==> run_1/met1.png <==
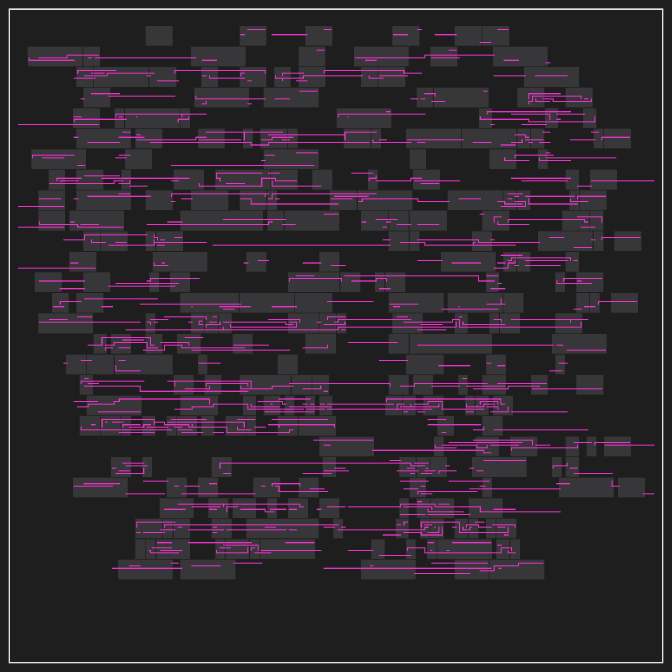
==> run_1/met2.png <==
The bar under the picture is 20 um long.
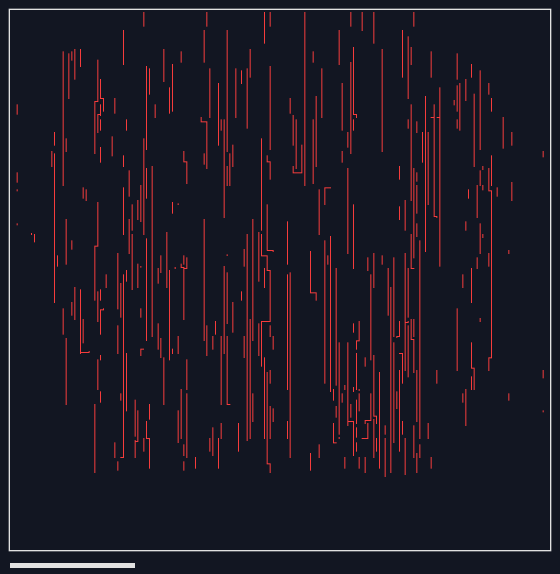
==> run_1/met3.png <==
The bar under the picture is 20 um long.
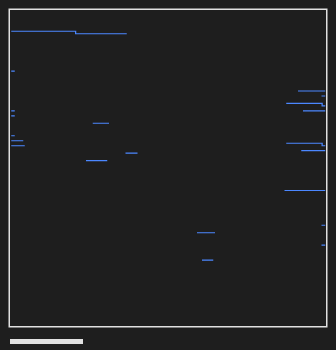
==> run_1/wire_density.png <==
The bar under the picture is 20 um long. The die is cut into 17 by 17 equal tiles; dark purple is low, yellow is high, scaled to the fullest tile. Values are wire area over tile area, all layers added.
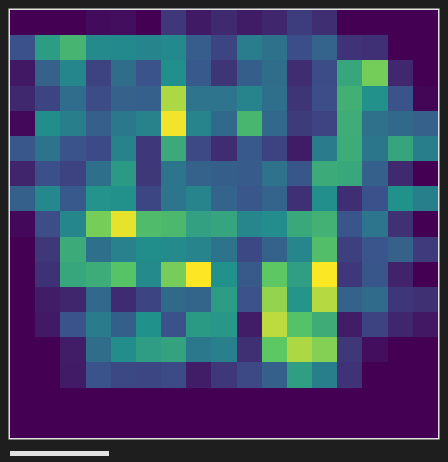
### config.mk
export PLATFORM = sky130hd
export DESIGN_NAME = spi_slave_if
export DESIGN_NICKNAME = d
export VERILOG_FILES = /design/src/rtl/spi_slave_if.sv
export SDC_FILE = /design/constraint.sdc
export NUM_CORES = 1
export LEC_CHECK = 0
export CAP_MARGIN = 30
export CELL_PAD_IN_SITES_DETAIL_PLACEMENT = 0
export CELL_PAD_IN_SITES_GLOBAL_PLACEMENT = 1
export CORE_MARGIN = 2
export CORE_UTILIZATION = 30
export DETAILED_ROUTE_END_ITERATION = 16
export PLACE_DENSITY_LB_ADDON = 0.1
export SYNTH_ARGS = -nofsm -noshare
export SYNTH_HDL_FRONTEND = slang
export SYNTH_SLANG_ARGS = --single-unit
export TNS_END_PERCENT = 30
### constraint.sdc
create_clock -name clk -period 1.9 [get_ports clk]
set_clock_uncertainty 0.05 [all_clocks]
set_input_delay 0.38 -clock clk [delete_from_list [all_inputs] [get_ports clk]]
set_output_delay 0.38 -clock clk [all_outputs]
set_load 0.01 [all_outputs]
### src/rtl/spi_slave_if.sv
// SPI slave front end: MOSI frames -> 10-bit RAM command words, RAM read data -> MISO.
// Latency: rx_valid one cycle after bit 0 is sampled; MISO bit 7 one cycle after tx_valid.
// Backpressure: none; SS_n high aborts any frame. Optional frame_err output under SPI_FRAME_ERR_EN.
module spi_slave_if #(
   parameter int RX_WIDTH = 10,   // 2 command bits + TX_WIDTH address/data bits
   parameter int TX_WIDTH = 8
) (
   input  logic                clk,
   input  logic                rst_n,
   input  logic                SS_n,
   input  logic                MOSI,
   output logic                MISO,
   output logic [RX_WIDTH-1:0] rx_data,
   output logic                rx_valid,
   input  logic [TX_WIDTH-1:0] tx_data,
   input  logic                tx_valid
`ifdef SPI_FRAME_ERR_EN
   ,
   output logic                frame_err
`endif
);

   localparam int RCW = $clog2(RX_WIDTH);
   localparam int TCW = $clog2(TX_WIDTH + 1);

   typedef enum logic [2:0] {
      S_IDLE      = 3'd0,
      S_CHK_CMD   = 3'd1,
      S_WRITE     = 3'd2,
      S_READ_ADD  = 3'd3,
      S_READ_DATA = 3'd4
   } state_t;

   state_t                r_state;
   logic [RX_WIDTH-2:0]   r_rx_shift;     // bits received so far, newest in LSB
   logic [RCW-1:0]        r_rx_cnt;       // number of frame bits already captured
   logic                  r_rx_done;      // full word received in this frame
   logic                  r_rd_addr_seen; // a read address is pending its read-data frame
   logic [RX_WIDTH-1:0]   r_rx_data;
   logic                  r_rx_valid;
   logic                  r_miso;
   logic [TX_WIDTH-2:0]   r_tx_shift;     // remaining read-data bits after the one on MISO
   logic [TCW-1:0]        r_tx_cnt;       // read-data bits driven so far
   logic                  r_tx_busy;
   logic                  r_tx_all;       // last read-data bit has been driven; blocks reloads

`ifdef SPI_FRAME_ERR_EN
   logic                  r_frame_err;
   logic                  w_rx_phase;
   logic                  w_tx_pending;

   // An abort counts as an error when a word or the read-data burst is still incomplete.
   assign w_rx_phase   = (r_state == S_CHK_CMD) ||
                         (((r_state == S_WRITE) || (r_state == S_READ_ADD) ||
                           (r_state == S_READ_DATA)) && !r_rx_done);
   assign w_tx_pending = (r_state == S_READ_DATA) && r_rx_done && !r_tx_all;
   assign frame_err    = r_frame_err;
`endif

   assign MISO     = r_miso;
   assign rx_data  = r_rx_data;
   assign rx_valid = r_rx_valid;

   // Frame FSM: receive, command decode, read-data serialisation and abort handling.
   always_ff @(posedge clk) begin
      if (!rst_n) begin
         r_state        <= S_IDLE;
         r_rx_shift     <= '0;
         r_rx_cnt       <= '0;
         r_rx_done      <= 1'b0;
         r_rd_addr_seen <= 1'b0;
         r_rx_data      <= '0;
         r_rx_valid     <= 1'b0;
         r_miso         <= 1'b0;
         r_tx_shift     <= '0;
         r_tx_cnt       <= '0;
         r_tx_busy      <= 1'b0;
         r_tx_all       <= 1'b0;
`ifdef SPI_FRAME_ERR_EN
         r_frame_err    <= 1'b0;
`endif
      end else begin
         r_rx_valid <= 1'b0;
`ifdef SPI_FRAME_ERR_EN
         r_frame_err <= 1'b0;
`endif
         if ((r_state != S_IDLE) && SS_n) begin
            // Abort wins over everything, including a bit-0 capture on this edge.
            r_state   <= S_IDLE;
            r_rx_cnt  <= '0;
            r_rx_done <= 1'b0;
            r_miso    <= 1'b0;
            r_tx_cnt  <= '0;
            r_tx_busy <= 1'b0;
            r_tx_all  <= 1'b0;
`ifdef SPI_FRAME_ERR_EN
            r_frame_err <= w_rx_phase || w_tx_pending;
`endif
         end else begin
            case (r_state)
               S_IDLE: begin
                  if (!SS_n) begin
                     r_state   <= S_CHK_CMD;
                     r_rx_cnt  <= '0;
                     r_rx_done <= 1'b0;
                     r_tx_cnt  <= '0;
                     r_tx_busy <= 1'b0;
                     r_tx_all  <= 1'b0;
                  end
               end
               S_CHK_CMD: begin
                  // This bit is rx bit 9; with a pending read address a read frame is read-data.
                  r_rx_shift <= {r_rx_shift[RX_WIDTH-3:0], MOSI};
                  r_rx_cnt   <= RCW'(1);
                  if (!MOSI)
                     r_state <= S_WRITE;
                  else if (!r_rd_addr_seen)
                     r_state <= S_READ_ADD;
                  else
                     r_state <= S_READ_DATA;
               end
               S_WRITE, S_READ_ADD, S_READ_DATA: begin
                  if (!r_rx_done) begin
                     r_rx_shift <= {r_rx_shift[RX_WIDTH-3:0], MOSI};
                     if (r_rx_cnt == RCW'(RX_WIDTH - 1)) begin
                        r_rx_data  <= {r_rx_shift, MOSI};
                        r_rx_valid <= 1'b1;
                        r_rx_done  <= 1'b1;
                        if (r_state == S_READ_ADD)
                           r_rd_addr_seen <= 1'b1;
                        else if (r_state == S_READ_DATA)
                           r_rd_addr_seen <= 1'b0;
                     end else begin
                        r_rx_cnt <= r_rx_cnt + RCW'(1);
                     end
                  end else if (r_state == S_READ_DATA) begin
                     if (!r_tx_busy && !r_tx_all) begin
                        // Only the first tx_valid of the frame is taken.
                        if (tx_valid) begin
                           r_miso     <= tx_data[TX_WIDTH-1];
                           r_tx_shift <= tx_data[TX_WIDTH-2:0];
                           r_tx_cnt   <= TCW'(1);
                           r_tx_busy  <= 1'b1;
                        end
                     end else if (r_tx_busy) begin
                        if (r_tx_cnt == TCW'(TX_WIDTH)) begin
                           r_miso    <= 1'b0;
                           r_tx_busy <= 1'b0;
                        end else begin
                           r_miso     <= r_tx_shift[TX_WIDTH-2];
                           r_tx_shift <= {r_tx_shift[TX_WIDTH-3:0], 1'b0};
                           r_tx_cnt   <= r_tx_cnt + TCW'(1);
                           if (r_tx_cnt == TCW'(TX_WIDTH - 1))
                              r_tx_all <= 1'b1;
                        end
                     end
                  end
               end
               default: r_state <= S_IDLE;
            endcase
         end
      end
   end

endmodule

==> ci_impl_report.md, run 1 <==
### Metrics collected by this job

| Metric | Value |
|---|---|
| Final count of hold timing violations | `0` |
| Clk root buf | `clkbuf_8` |
| RePlAce Congestion | `0.783` |
| Die height | `86.4 um` |
| Max Transition Viols Final | `0` |
| Total power | `1.96 mW` |
| RSZ-0062 raised after global routing | `false` |
| Global route hottest layer | `met2` |
| Layout fillers | `741` |
| Pleak | `1.01 nW` |
| Syn Inst Count | `222` |
| Wire per inst | `12.9 um` |
| Slew @ Worst Pin | `334 ps` |
| Post-DP Area | `0.00250 mm2` |
| Crit start category | `flop` |
| Outcome | `completed` |
| Clk pwr share | `42.9%` |
| Syn Std Cell Area | `0.00204 mm2` |
| Distinct cell type count after synthesis | `46` |
| Initial antenna violation count | `0` |
Back to the opening pictures, met1.png:
The layer carries 2370 um of wire. The longest straight run is 28.1 um.
WL final: 4.49 mm
vias: 1634
met1 usage: 17.8%

Back to the opening pictures, met2.png:
The layer carries 1970 um of wire. The longest straight run is 33.0 um. The wires run mostly vertical. 222 nets have wire on it.

Back to the opening pictures, met3.png:
20 nets have wire on it. The layer holds 2.6% of the routed length. The wires run mostly horizontal. The longest straight run is 17.5 um.

Back to the opening pictures, wire_density.png:
22% of the tiles are nearly empty. The fullest tile reaches 0.32. The emptiest ninth of the die: bottom left. The densest ninth of the die: middle. The mean over all tiles is 0.091. 18% of the tiles are over half the peak.

[run 1: power by group through the flow]
stage          Clock [mW]  Combinational, mW  Sequential, mW
2_1_floorplan           0              0.114           0.943
3_3_place_gp            0              0.194           0.947
3_5_place_dp            0              0.193           0.947
4_1_cts             0.886              0.195           0.926
5_1_grt             0.923              0.211           0.928
6_report            0.840              0.192           0.926
[run 1: timing repair]
item / CTS / global route
setup endpoints to repair: 0 / 7
setup buffers: 0 / 1
resized: 0 / 3
[run 1: final timing paths]
path,startpoint,endpoint,cells after the start
max reg2reg,r_state[2],r_rd_addr_seen,6
min,r_rx_shift[8],r_rx_shift[8],2
max,r_state[2],r_rd_addr_seen,6
min reg2reg,r_rx_shift[8],r_rx_shift[8],2
--- run 2 (diff from run 1) ---
--- a/config.mk
+++ b/config.mk
@@ -11,6 +11,7 @@
 export CORE_MARGIN = 2
 export CORE_UTILIZATION = 30
 export DETAILED_ROUTE_END_ITERATION = 16
+export GPL_ROUTABILITY_DRIVEN = 0
 export PLACE_DENSITY_LB_ADDON = 0.1
 export SYNTH_ARGS = -nofsm -noshare
 export SYNTH_HDL_FRONTEND = slang
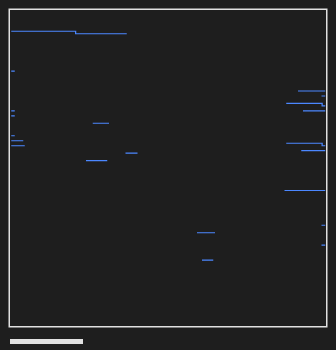
(run_2/met3.png)
The bar under the picture is 20 um long.
The layer holds 2.6% of the routed length. 20 nets have wire on it.
met3 Use GR: 4.00%

==> run 2 against run 1 <==
Cell area unchanged; largest cell class unchanged; power unchanged; final cell count unchanged; critical endpoint unchanged; core utilization unchanged; combinational power about the same; critical path depth unchanged; via count unchanged; synthesized cell count unchanged; highest routed layer unchanged; sequential power about the same; sequential cell count unchanged; non-clock buffer count unchanged; routed wire length unchanged.
==> ci_impl_report.md, run 2 <==
### Metrics collected by this job

| Metric | Value |
|---|---|
| Number of remaining DRC errors | `0` |
| Global route hottest layer | `met2` |
| Combinational gate power | `0.192 mW` |
| FF-to-FF Start | `r_state[2]` |
| First-pass GRT wire length | `7.62 mm` |
| Syn Inst Count | `222` |
| Worst Hold End | `r_rx_shift[8]` |
| Wire per inst | `12.9 um` |
| Total die size | `0.00746 mm2` |
| RSZ-0062 raised after global routing | `false` |
| Clk root buf | `clkbuf_8` |
| Sequential power | `0.926 mW` |
| Crit-path max FO | `5` |
| Crit start category | `flop` |
| Post-CTS Setup Inserts | `0` |
| Antenna Nets Post-Route | `0` |
| Max Transition Viols Final | `0` |
| Min-Delay Path Depth | `2` |
| Total power | `1.96 mW` |
| Clk power | `0.840 mW` |
| Layout fillers | `741` |
| Post-CTS Resized | `0` |
| M1 WL | `2.37 mm` |
| Distinct cell type count after synthesis | `46` |
| Top power group | `registers` |
| Slew @ Worst Pin | `334 ps` |
| ANT cells | `0` |
| Clkbuf count | `6` |
| Post-synth regs | `43` |
| Met1 usage | `17.8%` |
| Initial antenna violation count | `0` |
| Power Dens Cells | `739 mW/mm2` |
| Outcome | `completed` |
| Pleak | `1.01 nW` |
| Detailed placement HPWL | `3.20 mm` |
| DR WL met2 | `1.97 mm` |
| Worst hold start | `r_rx_shift[8]` |
| Post-DP Area | `0.00250 mm2` |
| Clk pwr share | `42.9%` |
| WL final | `4.49 mm` |
| Vias | `1634` |
| FF-to-FF path depth | `6` |
| CP Class | `flop to flop` |
| Syn Std Cell Area | `0.00204 mm2` |
| FF-to-FF End | `r_rd_addr_seen` |
| Fin crit period | `1750 ps` |
| Final count of hold timing violations | `0` |
## run 2: cell counts after synthesis
Identical to the previous run, type by type.
## run 2: how the worst max path moves through the flow
stage                           from             end  cells after the start  slack [ps]
after floorplan           r_state[2]  r_rd_addr_seen                      7         210
after global placement          SS_n     r_rx_cnt[1]                      5         -50
after detailed placement        SS_n     r_tx_cnt[2]                      6        -140
after CTS                 r_state[2]      rx_data[4]                      6          50
after global routing      r_state[1]      rx_data[8]                      6           9
final                     r_state[2]  r_rd_addr_seen                      6         150
## run 2: cells by family (layout without fill, tap and decap cells)
logic type      after synthesis  in the layout  synth area share [%]
mux                          21             21                  10.3
fa+ha+maj                     4              4                  2.46
simple gates                 81             81                  21.5
compound gates               51             51                  18.1
buf+inv                      20             66                  4.55
xor+xnor                      2              2                 0.860
flops                        43             43                  42.3
Power is estimated from default activity; no workload was simulated.
